## src/rtl/vga_sync_decoder.sv

```systemverilog
// VGA sync decoder: recovers pixel coordinates, active-video strobe,
// frame-start and lock status from an incoming h/v sync + RGB stream.
module vga_sync_decoder #(
  parameter int H_ACTIVE   = 640,
  parameter int H_FRONT    = 16,
  parameter int H_SYNC     = 96,
  parameter int H_BACK     = 48,
  parameter int V_ACTIVE   = 480,
  parameter int V_FRONT    = 10,
  parameter int V_SYNC     = 2,
  parameter int V_BACK     = 33,
  parameter bit SYNC_ACT   = 1'b0,
  parameter int LOCK_LINES = 4
) (
  input  logic       pixel_clk,
  input  logic       reset,
  input  logic       h_sync,
  input  logic       v_sync,
  input  logic [7:0] rgb_in,
  output logic [9:0] pixel_x,
  output logic [9:0] pixel_y,
  output logic [7:0] rgb_out,
  output logic       pixel_valid,
  output logic       frame_start,
  output logic       locked,
  output logic       sync_err
);

  localparam int H_TOTAL = H_ACTIVE + H_FRONT + H_SYNC + H_BACK;
  localparam int V_TOTAL = V_ACTIVE + V_FRONT + V_SYNC + V_BACK;
  localparam int H_SS    = H_ACTIVE + H_FRONT;
  localparam int V_SS    = V_ACTIVE + V_FRONT;
  localparam int WD_LIM  = 2 * H_TOTAL;
  localparam int WD_W    = $clog2(WD_LIM + 1);
  localparam int LC_W    = $clog2(LOCK_LINES + 1);

  localparam logic [9:0] HSS  = 10'(H_SS);
  localparam logic [9:0] HSS1 = 10'(H_SS + 1);
  localparam logic [9:0] HMAX = 10'(H_TOTAL - 1);
  localparam logic [9:0] HACT = 10'(H_ACTIVE);
  localparam logic [9:0] VSS  = 10'(V_SS);
  localparam logic [9:0] VMAX = 10'(V_TOTAL - 1);
  localparam logic [9:0] VACT = 10'(V_ACTIVE);

  localparam logic [WD_W-1:0] WDL  = WD_W'(WD_LIM);
  localparam logic [WD_W-1:0] WDL1 = WD_W'(WD_LIM - 1);
  localparam logic [LC_W-1:0] LCM  = LC_W'(LOCK_LINES);

  logic            r_hs_q, r_hs_p_q;
  logic            r_vs_q, r_vs_p_q;
  logic [7:0]      r_rgb_q;
  logic [9:0]      h_pos_q, h_pos_d;
  logic [9:0]      v_pos_q, v_pos_d;
  logic [LC_W-1:0] lock_cnt_q, lock_cnt_d;
  logic            v_lock_q, v_lock_d;
  logic            v_seen_q, v_seen_d;
  logic [WD_W-1:0] wd_q, wd_d;

  logic       hs_edge, vs_edge, h_wrap, h_lock;
  logic       h_bad, v_bad, v_good, wd_err, err_d, lock_ok;
  logic [9:0] v_exp;

  always_comb begin
    hs_edge = (r_hs_q == SYNC_ACT) && (r_hs_p_q != SYNC_ACT);
    vs_edge = (r_vs_q == SYNC_ACT) && (r_vs_p_q != SYNC_ACT);
    h_wrap  = !hs_edge && (h_pos_q == HMAX);
    h_lock  = (lock_cnt_q == LCM);
    lock_ok = h_lock && v_lock_q;

    h_pos_d = h_wrap ? 10'd0 : h_pos_q + 10'd1;
    if (hs_edge) h_pos_d = HSS1;

    v_pos_d = v_pos_q;
    if (h_wrap) v_pos_d = (v_pos_q == VMAX) ? 10'd0 : v_pos_q + 10'd1;
    if (vs_edge) v_pos_d = VSS;

    // The very first vsync after reset only aligns the vertical counter
    v_exp  = h_wrap ? v_pos_q + 10'd1 : v_pos_q;
    h_bad  = hs_edge && (h_pos_q != HSS);
    v_bad  = vs_edge && v_seen_q && (v_exp != VSS);
    v_good = vs_edge && v_seen_q && (v_exp == VSS) && h_lock;

    wd_err = !hs_edge && (wd_q == WDL1);
    if (hs_edge)          wd_d = '0;
    else if (wd_q == WDL) wd_d = wd_q;
    else                  wd_d = wd_q + WD_W'(1);

    lock_cnt_d = lock_cnt_q;
    if (hs_edge && !h_bad && !h_lock) lock_cnt_d = lock_cnt_q + LC_W'(1);

    v_lock_d = v_lock_q;
    if (v_good) v_lock_d = 1'b1;
    if (v_bad)  v_lock_d = 1'b0;
    if (h_bad || wd_err) begin
      lock_cnt_d = '0;
      v_lock_d   = 1'b0;
    end

    v_seen_d = v_seen_q || vs_edge;
    err_d    = h_bad || v_bad || wd_err;
  end

  always_ff @(posedge pixel_clk or posedge reset) begin
    if (reset) begin
      r_hs_q      <= ~SYNC_ACT;
      r_hs_p_q    <= ~SYNC_ACT;
      r_vs_q      <= ~SYNC_ACT;
      r_vs_p_q    <= ~SYNC_ACT;
      r_rgb_q     <= '0;
      h_pos_q     <= '0;
      v_pos_q     <= '0;
      lock_cnt_q  <= '0;
      v_lock_q    <= 1'b0;
      v_seen_q    <= 1'b0;
      wd_q        <= '0;
      pixel_x     <= '0;
      pixel_y     <= '0;
      rgb_out     <= '0;
      pixel_valid <= 1'b0;
      frame_start <= 1'b0;
      locked      <= 1'b0;
      sync_err    <= 1'b0;
    end else begin
      r_hs_q      <= h_sync;
      r_hs_p_q    <= r_hs_q;
      r_vs_q      <= v_sync;
      r_vs_p_q    <= r_vs_q;
      r_rgb_q     <= rgb_in;
      h_pos_q     <= h_pos_d;
      v_pos_q     <= v_pos_d;
      lock_cnt_q  <= lock_cnt_d;
      v_lock_q    <= v_lock_d;
      v_seen_q    <= v_seen_d;
      wd_q        <= wd_d;
      pixel_x     <= h_pos_q;
      pixel_y     <= v_pos_q;
      rgb_out     <= r_rgb_q;
      pixel_valid <= lock_ok && (h_pos_q < HACT) && (v_pos_q < VACT);
      frame_start <= lock_ok && (h_pos_q == 10'd0) && (v_pos_q == 10'd0);
      locked      <= lock_ok;
      sync_err    <= err_d;
    end
  end

endmodule

```

## config.mk

```make
export PLATFORM = sky130hd
export DESIGN_NAME = vga_sync_decoder
export DESIGN_NICKNAME = d
export VERILOG_FILES = /design/src/rtl/vga_sync_decoder.sv
export SDC_FILE = /design/constraint.sdc
export NUM_CORES = 1
export LEC_CHECK = 0
export CORE_ASPECT_RATIO = 1.2
export CORE_MARGIN = 1
export CORE_UTILIZATION = 26
export CTS_CLUSTER_DIAMETER = 200
export DETAILED_ROUTE_END_ITERATION = 8
export PLACE_DENSITY = 0.55
export RECOVER_POWER = 25
export SLEW_MARGIN = 10
export SYNTH_ARGS = -nofsm -noshare
export SYNTH_HDL_FRONTEND = slang
export SYNTH_SLANG_ARGS = --single-unit
```

## constraint.sdc

```tcl
create_clock -name pixel_clk -period 3.5 [get_ports pixel_clk]
set_input_delay 1.05 -clock pixel_clk [delete_from_list [all_inputs] [get_ports pixel_clk]]
set_output_delay 1.05 -clock pixel_clk [all_outputs]
set_load 0.1 [all_outputs]
```

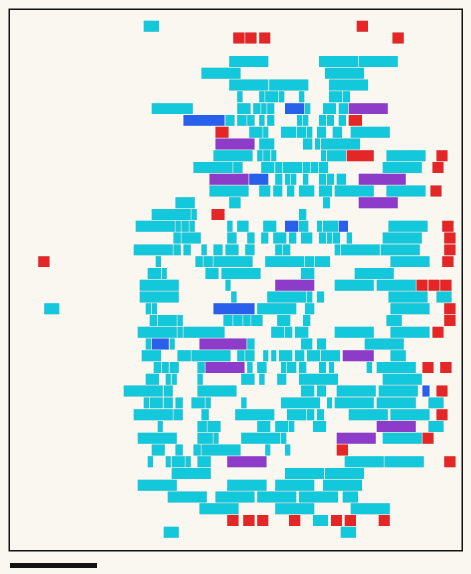
Figure 1: run 1, sizing map.
Scale bar: 20 µm.
legend:
  blue:
    size: drive 2
    cells: 8
    share: 2.4%
  purple:
    size: drive 6 and up
    cells: 12
    share: 3.6%
  red:
    size: drive 3 to 4
    cells: 37
    share: 11%
  cyan:
    size: drive 1 or less
    cells: 281
    share: 83%

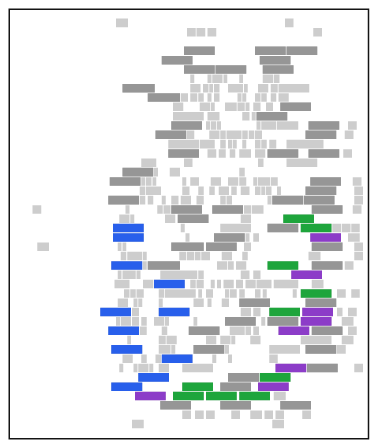
Figure 2: run 1, register map, names as in the netlist.
Other sequential cells in the stronger grey, the rest of the logic in the fainter grey.
legend:
  purple:
    name_in_the_netlist: r_rgb_q
    placed_flops: 8
  green:
    name_in_the_netlist: pixel_x
    placed_flops: 10
  blue:
    name_in_the_netlist: wd_q
    placed_flops: 11

==> notes.md, run 1 <==
run results: switch share 0.299, TritonCTS buffer count 9, Layout Skew around 0.0056 ns, Cell Type Count between 40 and 50, Netlist Area Pre-Place between 3000 and 4000 µm², Core Rows 44, PD cells ~600 nW/µm², Global Route Usage Sum 0.110, total gr overflow 0, Initial DRT Pass Iterations 4, fraction of registers with async set/reset 1.00, Max Cap Viol 0, Synth Area in XOR/XNOR 0.0483, ant diodes 0, Top area cell types dfrtp_1 58%, nor2_1 3.6%, dfstp_2 3.2%, routability cong. around 0.84, pre-CTS setup slack 1.15 ns, register share of total power 0.433, initial antenna violation count 0, post_cts resized 0, CP max FO 15, R2R depth 7, HP Class reg -> reg, Final Hold Viols 0, drt drc 0, Max clock buf depth 2, Post-layout nets around 350, cell count listed in synth_stat.txt approximately 290, Port Buffers about 43, final number of max-transition violations 0, Basic Gates by Area 0.189, achievable frequency roughly 0.41 GHz, Fillers approximately 1,200, ao+oa area frac 0.0793, IR drop worst, VDD 0.000271 V, launch point of the worst path h_pos_q[0]$_DFF_PP0_, mux share 0.00957, leakage between 1.5 and 2 nW, status finished, final reports clean, cell accounting for the most synthesized area dfrtp_1, hold path cells 0, share of layout cells above drive strength 1 0.169, die area between 10,000 and 15,000 µm², PnR worst setup slack about 1.1 ns, hpwl dp roughly 4.5 mm, Tmin final about 2.4 ns, H-tree depth 3, Rel. slew slack 0.532, Critical Path Start Type flop, floorplan utilization 0.269, first-pass GRT wire length roughly 11 mm, P_int between 1.5 and 2 mW, Via-to-Cell Ratio around 4.5, final period utilization 0.692, clock share of power 0.396, Switch Pwr about 750 µW, setup violators final 0, reg2reg end v_lock_q$_DFFE_PP0P_, Yosys warnings 0, number of synthesized flops with an enable pin 0, setup bufs post-CTS 0, largest net degree at the start of global routing ~47, core area about 12,000 µm², initial DRC count a little over 70, Cells after DPL just under 500, r2r setup slk between 1 and 1.5 ns, routed len/inst 13.1 µm, vias in the first global route 2,271, area share, top type 0.582, Top cell excl fill/tap dfrtp_1, Arr. time, crit path 2.70 ns, ys flop type dfrtp_1, Critical Path End v_lock_q$_DFFE_PP0P_, clk_lat worst skew about 0.34 ns, fin util 0.338, FF+latch count, synth approximately 80, Worst-Margin Slew between 0.7 and 0.8 ns
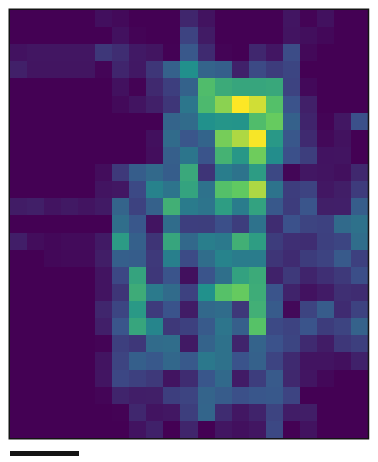
Figure 3: run 1, routed metal per tile.
Scale bar: 20 µm. 21 x 25 tiles, from dark purple (low) to yellow (high), scaled to the fullest tile. Values are wire area over tile area, all layers added.
nearly empty tiles: 34%
emptiest ninth of the die: upper left
mean over tiles: 0.080
Post-Route WL: 6.53 mm
routed vias: 2,256

==> run 1: power groups by stage <==
stage | Combinational (mW) | Sequential (mW) | Clock (mW)
after global routing | 0.462 | 1.10 | 1.06
after global placement | 0.430 | 1.10 | 0
final | 0.428 | 1.08 | 0.991
after detailed placement | 0.435 | 1.10 | 0
after CTS | 0.438 | 1.09 | 1.02
after floorplan | 0.155 | 1.27 | 0
==> run 1: flip-flops by register name (all words and copies together), names as in the netlist <==
signal and flops:
r_vs_q 1, sync_err 1, locked 1, r_rgb_q 8, frame_start 1, rgb_out 8
v_seen_q 1, v_pos_q 10, wd_q 11, r_vs_p_q 1, r_hs_p_q 1, pixel_x 10
lock_cnt_q 3, v_lock_q 1, r_hs_q 1, pixel_y 10, pixel_valid 1, h_pos_q 10
==> run 1: logic make-up (layout without fill, tap and decap cells) <==
logic type      count (synthesis)  after routing
mux                             3              3
compound gates                 40             40
buf+inv                        22             73
fa+ha+maj                       8              8
simple gates                  116            116
xor+xnor                       18             18
flops                          80             80
==> run 1: cells in the mapped netlist (4+ instances only) <==
cell type and n:
clkbuf_1 6, and3_1 8, inv_1 12, nand4_1 7, nand3_1 20, nor2b_1 7, nand2_1 17, nor3_1 4
dfrtp_1 76, xor2_1 10, a21oi_1 8, nor4_1 4, xnor2_1 8, ha_1 8, dfstp_2 4, o21ai_0 15
nor2_1 31
==> run 1: layout make-up <==
cell class / count / area [µm²] / share of cell area
Clock inverter: 6 / 93.8 / 0.0228
Clock buffer: 10 / 229 / 0.0556
Sequential cell: 80 / 2010 / 0.487
Inverter: 12 / 46.3 / 0.0112
Timing Repair Buffer: 45 / 374 / 0.0909
Tap cell: 161 / 201 / 0.0489
Multi-Input combinational cell: 185 / 1170 / 0.283
==> run 1: layer usage <==
metal / routed length [µm] / up-vias / GRT usage / share of wire
met1: 2920 / 1099 / 0.137 / 0.45
met2: 3140 / 57 / 0.171 / 0.48
met5: 0 / - / 0 / 0
met3: 311 / 11 / 0.0288 / 0.048
met4: 164 / 0 / 0.0681 / 0.025
li1: - / 1089 / - / -
==> run 1: worst max-delay path, stage by stage, from the launching register on <==
cell,delay (ns)
dfrtp_1,0.43
ha_1,0.24
and4_1,0.30
nand4_1,0.53
a21oi_1,0.30
a32oi_1,0.11
nor4_1,0.29
a21o_1,0.16
==> run 1: how the worst min path moves through the flow <==
stage / startpoint / to / slack [ns]
floorplan: r_rgb_q[0]$_DFF_PP0_ / rgb_out[0]$_DFF_PP0_ / 0.33
global route: r_rgb_q[6]$_DFF_PP0_ / rgb_out[6]$_DFF_PP0_ / 0.35
detailed placement: r_rgb_q[2]$_DFF_PP0_ / rgb_out[2]$_DFF_PP0_ / 0.33
global placement: r_rgb_q[3]$_DFF_PP0_ / rgb_out[3]$_DFF_PP0_ / 0.33
CTS: r_rgb_q[2]$_DFF_PP0_ / rgb_out[2]$_DFF_PP0_ / 0.35
finish: r_rgb_q[2]$_DFF_PP0_ / rgb_out[2]$_DFF_PP0_ / 0.35
Figure 4. Placed standard cells (run 1).
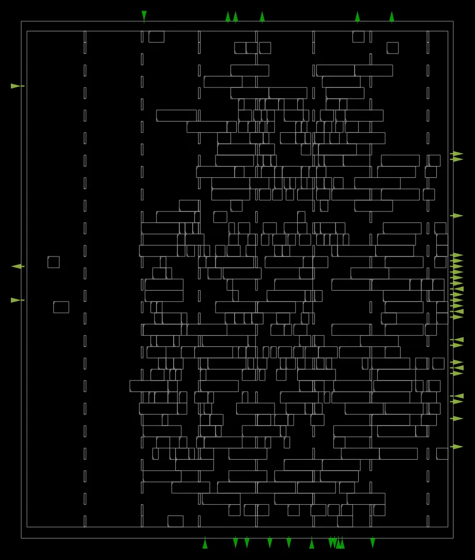

==> run 2, diff against run 1 <==
--- a/config.mk
+++ b/config.mk
@@ -10,7 +10,7 @@
 export CORE_UTILIZATION = 26
 export CTS_CLUSTER_DIAMETER = 200
 export DETAILED_ROUTE_END_ITERATION = 8
-export PLACE_DENSITY = 0.55
+export PLACE_DENSITY = 0.56
 export RECOVER_POWER = 25
 export SLEW_MARGIN = 10
 export SYNTH_ARGS = -nofsm -noshare
==> constraint.sdc (replaced) <==
create_clock -name pixel_clk -period 2 [get_ports pixel_clk]
set_input_delay 0.6 -clock pixel_clk [delete_from_list [all_inputs] [get_ports pixel_clk]]
set_output_delay 0.6 -clock pixel_clk [all_outputs]
set_load 0.1 [all_outputs]
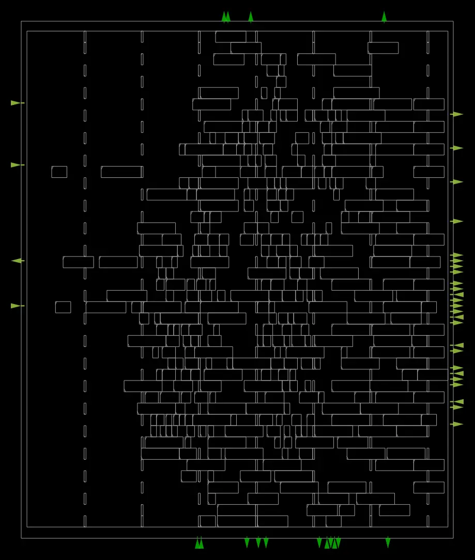
Figure 5: run 2, placed standard cells.
fin util: 0.381
Fillers: 1,164
Core Rows: 44
core area: 12,200 µm²

==> run 2 against run 1 <==
Highest routed layer unchanged. Flip-flop count unchanged. Global-route usage up 0.49 points. Design area up 13%.
==> notes.md, run 2 <==
run results: status finished, final reports clean, initial antenna violation count 0, R2R depth 6, HP Class reg -> reg, setup violators final 0, die area ~13,000 µm², routed vias between 2,000 and 2,500, achievable frequency ~0.53 GHz, P_int 3.12 mW, largest net degree at the start of global routing about 60, cell accounting for the most synthesized area dfrtp_1, hpwl dp 4.98 mm, Layout Skew about 0.0070 ns, Tmin final approximately 1.9 ns, H-tree depth 3, Initial DRT Pass Iterations 4, ys flop type dfrtp_1, Rel. slew slack 0.242, max reg flops 11, PD cells ~960 nW/µm², Port Buffers around 43, Worst-Margin Slew between 1 and 1.5 ns, ant diodes 0, area share, top type 0.582, Hold Crit Start r_rgb_q[5]$_DFF_PP0_, Via-to-Cell Ratio roughly 4.5, final period utilization 0.942, slowest CP cell dfrtp_1, register share of total power 0.426, Critical Path Start Type flop, hold path cells 0, cell count listed in synth_stat.txt between 200 and 300, top cells by count 76 x dfrtp_1, 31 x nor2_1, 20 x nand3_1, final number of max-transition violations 0, Post-Route WL a little under 7 mm, worst-path cell chain and3_1 -> nand3_4 -> o32a_1 -> o22a_1 -> o31ai_2 -> a22oi_1, fraction of registers with async set/reset 1.00, Arr. time, crit path between 2 and 2.5 ns, IR drop worst, VDD 0.000467 V, routed len/inst 12.9 µm, launch point of the worst path v_pos_q[2]$_DFFE_PP0P_, FF+latch count, synth 80, Final Hold Viols 0
==> run 2: cell count changes in the layout (fill, tap and decap cells not counted), sizes merged <==
cell / previous run / this run
buf: 33 / 48
clkbuf: 11 / 21
clkinv: 4 / 2
inv: 11 / 12
bufinv: 2 / 1
==> run 2: worst max path at each step <==
stage / slack, ns / cells past startpoint / to
after global routing: 0.007 / 7 / sync_err$_DFF_PP0_
final: 0.12 / 6 / sync_err$_DFF_PP0_
after global placement: 0.13 / 6 / sync_err$_DFF_PP0_
after CTS: 0.11 / 6 / sync_err$_DFF_PP0_
after detailed placement: 0.14 / 6 / sync_err$_DFF_PP0_
after floorplan: 0.16 / 7 / sync_err$_DFF_PP0_
==> run 2: critical path: cells and delay by family, from the launching register on <==
family / cells / cell delay (ns)
compound gates: 4 / 0.92
simple gates: 2 / 0.48
flops: 1 / 0.35
==> run 2: cell families after synthesis <==
logic type / synth area share
XOR/XNOR: 0.0483
adder cells (fa/ha/maj): 0.0306
AND-OR/OR-AND: 0.0793
AND/OR/NAND/NOR: 0.189
buffers and inverters: 0.0287
flip-flops: 0.614
multiplexers: 0.00957
==> run 2: routing by layer <==
layer,vias to the layer above,share of wire,track usage
met5,-,0,0
met4,0,0.027,0.0723
met2,55,0.50,0.188
met1,1133,0.43,0.137
li1,1136,-,-
met3,15,0.040,0.0251
==> run 2: cell type report <==
class                           instances  area [µm²]
Fill cell                            1164        7530
Sequential cell                        80        2010
Multi-Input combinational cell        185        1170
Timing Repair Buffer                   68         917
Clock buffer                           12         246
Tap cell                              161         201
Clock inverter                          4        52.6
Inverter                               12        46.3
==> run 2: power by group through the flow <==
stage | registers [mW] | clock network [mW] | logic [mW]
final | 1.89 | 1.61 | 0.934
after global placement | 1.91 | 0 | 0.955
after CTS | 1.89 | 1.66 | 0.971
after floorplan | 2.21 | 0 | 0.271
after global routing | 1.91 | 1.73 | 1.00
after detailed placement | 1.92 | 0 | 0.966
==> run 2: metrics by stage <==
stage          setup slack [ns]  std cells  hold WS, ns  power [mW]  cell area, µm²
5_1_grt                 0.00656        522        0.354        4.64            4640
3_3_place_gp              0.125        505        0.334        2.87            4370
3_5_place_dp              0.136        505        0.336        2.89            4370
4_1_cts                   0.112        521        0.350        4.53            4670
2_1_floorplan             0.164        287        0.331        2.49            3270
6_report                  0.117        522        0.347        4.43            4640
Figure 6. Routed metal per tile (run 2).
Scale bar: 20 µm. 21 x 25 tiles, from dark purple (low) to yellow (high), scaled to the fullest tile. Values are wire area over tile area, all layers added.
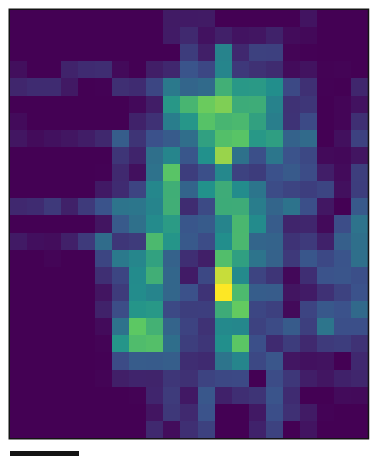

==> run 3, diff against run 2 <==
--- a/config.mk
+++ b/config.mk
@@ -5,7 +5,6 @@
 export SDC_FILE = /design/constraint.sdc
 export NUM_CORES = 1
 export LEC_CHECK = 0
-export CORE_ASPECT_RATIO = 1.2
 export CORE_MARGIN = 1
 export CORE_UTILIZATION = 26
 export CTS_CLUSTER_DIAMETER = 200
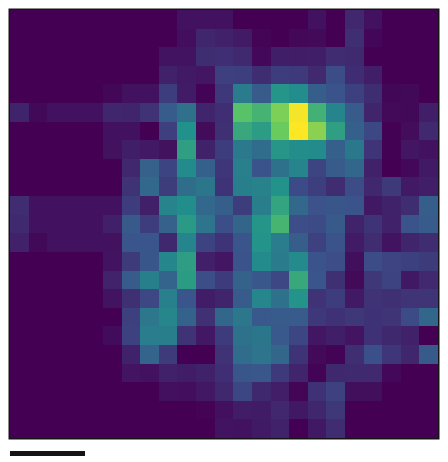
Figure 7: run 3, routed metal per tile.
Scale bar: 20 µm. 23 x 23 tiles, from dark purple (low) to yellow (high), scaled to the fullest tile. Values are wire area over tile area, all layers added.
densest ninth of the die: centre
fullest tile: 0.57
tiles over half the peak: 4.7%

==> run 3 against run 2 <==
Hold slack worse by 0.0016 ns. Sequential power barely moved. Global-route usage decreased by 0.25 points. Via count increased by 0.94%. Synthesized cell count is the same. Clock power increased by about 10%. Design area grew 1.1%. Critical path type unchanged. Critical endpoint unchanged. Highest routed layer unchanged.
==> notes.md, run 3 <==
run results: final period utilization 0.936, Global Route Usage Sum 0.113, initial antenna violation count 0, Cell Type Count around 46, setup violators final 0, Core Rows ~40, Cells after DPL around 520, HP Class reg -> reg, Worst path max stage delay between 0.3 and 0.4 ns, Top reg by flops wd_q, Max Cap Viol 0, Basic Gates by Area 0.189, Post-Route WL approximately 6.6 mm, floorplan utilization 0.270, clk_lat worst skew roughly 0.33 ns, Seq. cell area ~2000 µm², routed len/inst 12.4 µm, initial DRC count around 170, top cells by count 76 x dfrtp_1, 31 x nor2_1, 20 x nand3_1, Buffers & Inverters on Critical Path 0, Synth Area in XOR/XNOR 0.0483, Final Hold Viols 0, setup bufs post-CTS 0, share of layout cells above drive strength 1 0.206, final number of max-transition violations 0, H-tree depth 3, Top area cell types dfrtp_1 58%, nor2_1 3.6%, dfstp_2 3.2%, first-pass GRT wire length ~11 mm, area share of fa/ha/maj cells after synthesis 0.0306, FF+latch count, synth around 80, status finished, final reports clean, worst-path cell chain and3_1 -> nand3_4 -> o32a_1 -> o22a_1 -> o31ai_2 -> a22oi_1, ys flop type dfrtp_1, ant diodes 0, Initial DRT Pass Iterations 4, top comb family, area simple AND/OR/NAND/NOR gates, drt drc 0, final total power between 4 and 5 mW, total gr overflow 0, Top cell excl fill/tap dfrtp_1, vias in the first global route approximately 2,300, Hold Crit Start r_rgb_q[7]$_DFF_PP0_, number of synthesized flops with an enable pin 0
## run 3: cell counts after synthesis
No cell type changed its count.
## run 3: cell families (layout without fill, tap and decap cells)
kind of cell / after synthesis / count (layout)
AND-OR/OR-AND: 40 / 40
buffers and inverters: 22 / 99
AND/OR/NAND/NOR: 116 / 116
adder cells (fa/ha/maj): 8 / 8
XOR/XNOR: 18 / 18
multiplexers: 3 / 3
flip-flops: 80 / 80
## run 3: layout make-up
| class | instances | area share |
|---|---|---|
| Sequential cell | 80 | 0.428 |
| Multi-Input combinational cell | 185 | 0.251 |
| Timing Repair Buffer | 71 | 0.196 |
| Clock buffer | 9 | 0.0480 |
| Tap cell | 168 | 0.0448 |
| Clock inverter | 7 | 0.0219 |
| Inverter | 12 | 0.0104 |
## run 3: repair_timing
item,4_1_cts,5_1_grt
endpoints found under the setup margin,0,4
resized,0,2
hold endpoints to repair,0,0
## run 3: final timing paths
kind	endpoint	slack, ns	cells after the start
hold / removal	rgb_out[7]$_DFF_PP0_	0.35	0
min in group asynchronous	r_rgb_q[5]$_DFF_PP0_	0.74	3
hold reg to reg	rgb_out[7]$_DFF_PP0_	0.35	0
setup reg to reg	sync_err$_DFF_PP0_	0.13	6
setup / recovery	sync_err$_DFF_PP0_	0.13	6
max in group asynchronous	v_pos_q[9]$_DFFE_PP0P_	0.35	3
## run 3: metrics by stage
step	hold slack [ns]	worst slack [ns]	utilization
detailed placement	0.336	0.130	0.364
global placement	0.332	0.123	0.364
finish	0.345	0.129	0.387
floorplan	0.331	0.164	-
CTS	0.351	0.108	0.391
global route	0.355	0.0203	0.387
## run 3: metal layers
layer	part of all wire	GRT usage
met5	0	0
met2	0.46	0.175
met3	0.042	0.0249
met4	0.024	0.0615
met1	0.47	0.147
## run 3: report_power, final
group | internal (mW) | switching (mW) | leakage (nW) | total (mW)
Combinational | 0.358 | 0.595 | 0.916 | 0.953
Sequential | 1.76 | 0.114 | 0.945 | 1.88
Clock | 1.11 | 0.665 | 0.157 | 1.77

==> screenshots <==
Clock distribution.
panel A
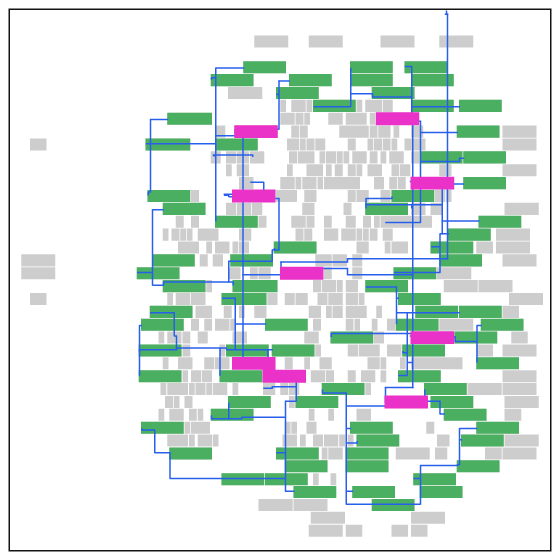
panel B
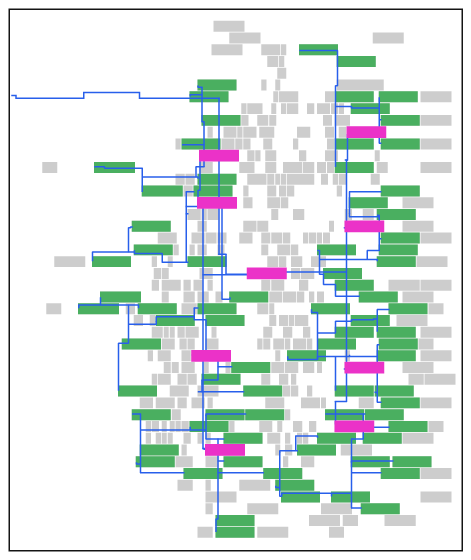
panel B: run 2
panel A: run 3

Key to panel A:
legend:
  blue:
    item: clock wires
    length: 987 µm
  magenta:
    item: cells driving clock nets
    count: 9
  green:
    item: flip-flops
    count: 80
routed clock nets: 10

No activity file was given, so power comes from the tool's default toggle rates.
